**Register map, names as in the netlist**

Scale bar: 20 um. Other cells in grey.
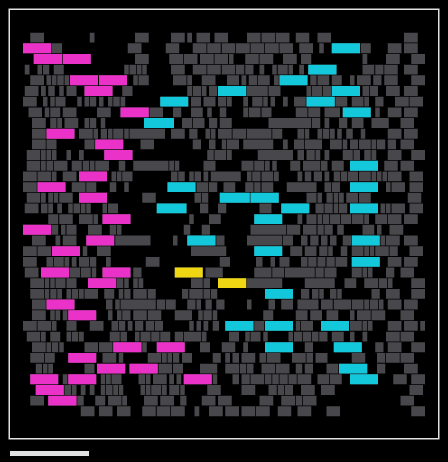
**The clock network**

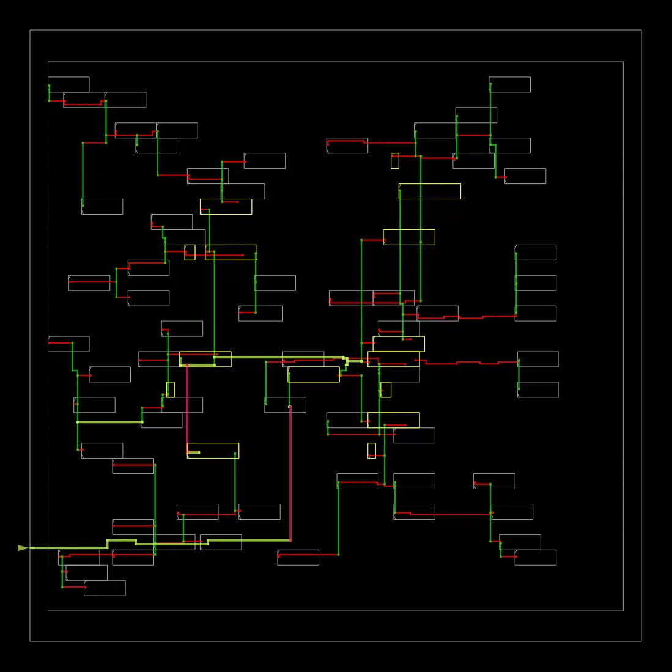
## src/rtl/cpu_pkg.sv

```systemverilog
// Shared fetch-stage types and constants: FSM state encoding, NOP word, PC step.
package cpu_pkg;

    // REQ: ready to issue, WAIT: request in flight, HOLD: response parked while
    // IF/ID is stalled, DROP: in-flight request belongs to a squashed path.
    typedef enum logic [1:0] {
        REQ  = 2'd0,
        WAIT = 2'd1,
        HOLD = 2'd2,
        DROP = 2'd3
    } fetch_state_t;

    localparam logic [31:0] NOP_INSTR = 32'h0000_0013;
    localparam logic [31:0] PC_INC    = 32'd4;

    // Sequential successor of a PC; wraps naturally at 2^32.
    function automatic logic [31:0] pc_next(input logic [31:0] pc);
        return pc + PC_INC;
    endfunction

endpackage

```

## src/rtl/fetch_unit.sv

```systemverilog
// Instruction-fetch stage: owns the PC, keeps at most one memory request in
// flight, and feeds the IF/ID register (enable/flush plus instr, pc, pc+4).
// Redirects win over everything; a response belonging to a squashed request
// is swallowed in DROP so the new path never sees it.
module fetch_unit
    import cpu_pkg::*;
#(
    parameter logic [31:0] RESET_PC = 32'h0000_0000
) (
    input  logic        clk,
    input  logic        reset,
    output logic        imem_req_valid,
    input  logic        imem_req_ready,
    output logic [31:0] imem_addr,
    input  logic        imem_resp_valid,
    input  logic [31:0] imem_resp_data,
    input  logic        stall_in,
    input  logic        redirect_valid,
    input  logic [31:0] redirect_pc,
    output logic        ifid_enable,
    output logic        ifid_flush,
    output logic [31:0] instr_out,
    output logic [31:0] pc_out,
    output logic [31:0] pc4_out
);

    // Force word alignment even if the parameter is set carelessly.
    localparam logic [31:0] RESET_PC_ALIGNED = RESET_PC & ~32'd3;

    fetch_state_t r_state;
    logic [31:0]  r_pc;
    logic [31:0]  r_buf;

    logic [31:0]  w_redirect_target;
    logic [31:0]  w_pc_plus4;
    logic         w_req_valid;
    logic         w_enable;
    logic         w_flush;
    logic [31:0]  w_instr;
    logic [31:0]  w_addr;
    logic [31:0]  w_pc;
    logic [31:0]  w_pc4;

    assign w_redirect_target = redirect_pc & ~32'd3;
    assign w_pc_plus4        = pc_next(r_pc);

    // Output decode: reset blanks everything, a redirect only flushes, otherwise
    // the state decides whether to request or to hand an instruction to IF/ID.
    always_comb begin
        w_req_valid = 1'b0;
        w_enable    = 1'b0;
        w_flush     = 1'b0;
        w_instr     = NOP_INSTR;
        w_addr      = r_pc;
        w_pc        = r_pc;
        w_pc4       = w_pc_plus4;
        if (reset) begin
            w_instr = '0;
            w_addr  = '0;
            w_pc    = '0;
            w_pc4   = '0;
        end else if (redirect_valid) begin
            w_flush = 1'b1;
        end else begin
            case (r_state)
                REQ: begin
                    w_req_valid = 1'b1;
                end
                WAIT: begin
                    if (imem_resp_valid && !stall_in) begin
                        w_enable = 1'b1;
                        w_instr  = imem_resp_data;
                    end
                end
                HOLD: begin
                    w_enable = !stall_in;
                    w_instr  = r_buf;
                end
                default: begin
                    // DROP: nothing to present, nothing to issue.
                end
            endcase
        end
    end

    assign imem_req_valid = w_req_valid;
    assign imem_addr      = w_addr;
    assign ifid_enable    = w_enable;
    assign ifid_flush     = w_flush;
    assign instr_out      = w_instr;
    assign pc_out         = w_pc;
    assign pc4_out        = w_pc4;

    // State, PC and parked-response buffer; redirect takes priority over the
    // normal request/response sequencing.
    always_ff @(posedge clk) begin
        if (reset) begin
            r_state <= REQ;
            r_pc    <= RESET_PC_ALIGNED;
            r_buf   <= '0;
        end else if (redirect_valid) begin
            r_pc <= w_redirect_target;
            case (r_state)
                // The squashed request's response may land this very cycle;
                // if so it is consumed here, otherwise wait for it in DROP.
                // DROP treats a same-cycle response the same way so the FSM
                // never waits for a response that has already come and gone.
                WAIT:    r_state <= imem_resp_valid ? REQ : DROP;
                DROP:    r_state <= imem_resp_valid ? REQ : DROP;
                default: r_state <= REQ;
            endcase
        end else begin
            case (r_state)
                REQ: begin
                    if (imem_req_ready) begin
                        r_state <= WAIT;
                    end
                end
                WAIT: begin
                    if (imem_resp_valid) begin
                        if (stall_in) begin
                            r_buf   <= imem_resp_data;
                            r_state <= HOLD;
                        end else begin
                            r_pc    <= w_pc_plus4;
                            r_state <= REQ;
                        end
                    end
                end
                HOLD: begin
                    if (!stall_in) begin
                        r_pc    <= w_pc_plus4;
                        r_state <= REQ;
                    end
                end
                DROP: begin
                    if (imem_resp_valid) begin
                        r_state <= REQ;
                    end
                end
                default: r_state <= REQ;
            endcase
        end
    end

endmodule
```

## config.mk

```make
export PLATFORM = sky130hd
export DESIGN_NAME = fetch_unit
export DESIGN_NICKNAME = d
export VERILOG_FILES = /design/src/rtl/cpu_pkg.sv /design/src/rtl/fetch_unit.sv
export SDC_FILE = /design/constraint.sdc
export NUM_CORES = 1
export LEC_CHECK = 0
export CAP_MARGIN = 0
export CORE_MARGIN = 3
export CORE_UTILIZATION = 43
export CTS_BUF_LIST = sky130_fd_sc_hd__clkbuf_16
export CTS_CLUSTER_SIZE = 40
export DETAILED_ROUTE_END_ITERATION = 16
export HOLD_SLACK_MARGIN = 0.02
export PLACE_DENSITY = 0.79
export SLEW_MARGIN = 20
export SYNTH_ARGS = -nofsm -noshare
export SYNTH_HDL_FRONTEND = slang
export SYNTH_SLANG_ARGS = --single-unit
```

## constraint.sdc

```tcl
create_clock -name clk -period 3.45 [get_ports clk]
set_clock_uncertainty 0.2 [all_clocks]
set_input_delay 0.345 -clock clk [delete_from_list [all_inputs] [get_ports clk]]
set_output_delay 0.345 -clock clk [all_outputs]
set_load 0.01 [all_outputs]
```

==> Slide: Implementation Results <==
Key Metrics from the Run

Die
  – Boundary Pins: ~200
  – TAP cells: approximately 130

Layout
  – Share of cells above drive strength 1: 6.71%
  – Layout non-clock buf frac: a little under a third
  – Most common logic cell in the routed design: clkdlybuf4s50_1
  – ANT cells: 0
  – Largest register FFs: 32
  – Fillcell total: about 900
  – Biggest register: r_buf

Yosys
  – Top cells by area: dfxtp_1, nand2_1, nor2_1
  – Yosys Chip Area: around 4600 sq um
  – Post-Synthesis Cells: 637
  – XORs/XNORs by Area: under 10%

STA
  – Slew @ Worst Pin: roughly 0.6 ns

Status
  – Status: complete, no violations

Setup path
  – Worst path max stage delay: ~0.63 ns
  – R2R setup slack: roughly 0.6 ns
  – CP startpoint: r_pc[5]
  – Reg2Reg Depth: 7

Clock tree
  – Setup Buffers After CTS: 0
  – CTS root buffer: clkbuf_16

Min path
  – Worst hold path startpoint: reset

Pwr
  – P_seq: roughly 0.00082 W
Notes on 'register map, names as in the netlist' above:
legend:
  yellow:
    netlist_name: r_state
    flops: 2
  cyan:
    netlist_name: r_pc
    flops: 30
  magenta:
    netlist_name: r_buf
    flops: 32
    where: a vertical strip on the left
Register Area: 1280 sq um
Final Util: 65.7%

Notes on 'the clock network' above:
flip-flops: 64
clk sinks: 64
Worst-Skew Late Latency: 0.32 ns
final-layout clock buffer total: 9
cts bufs inserted: 9

Power figures rest on the tool's default switching activity, not on a simulated workload.
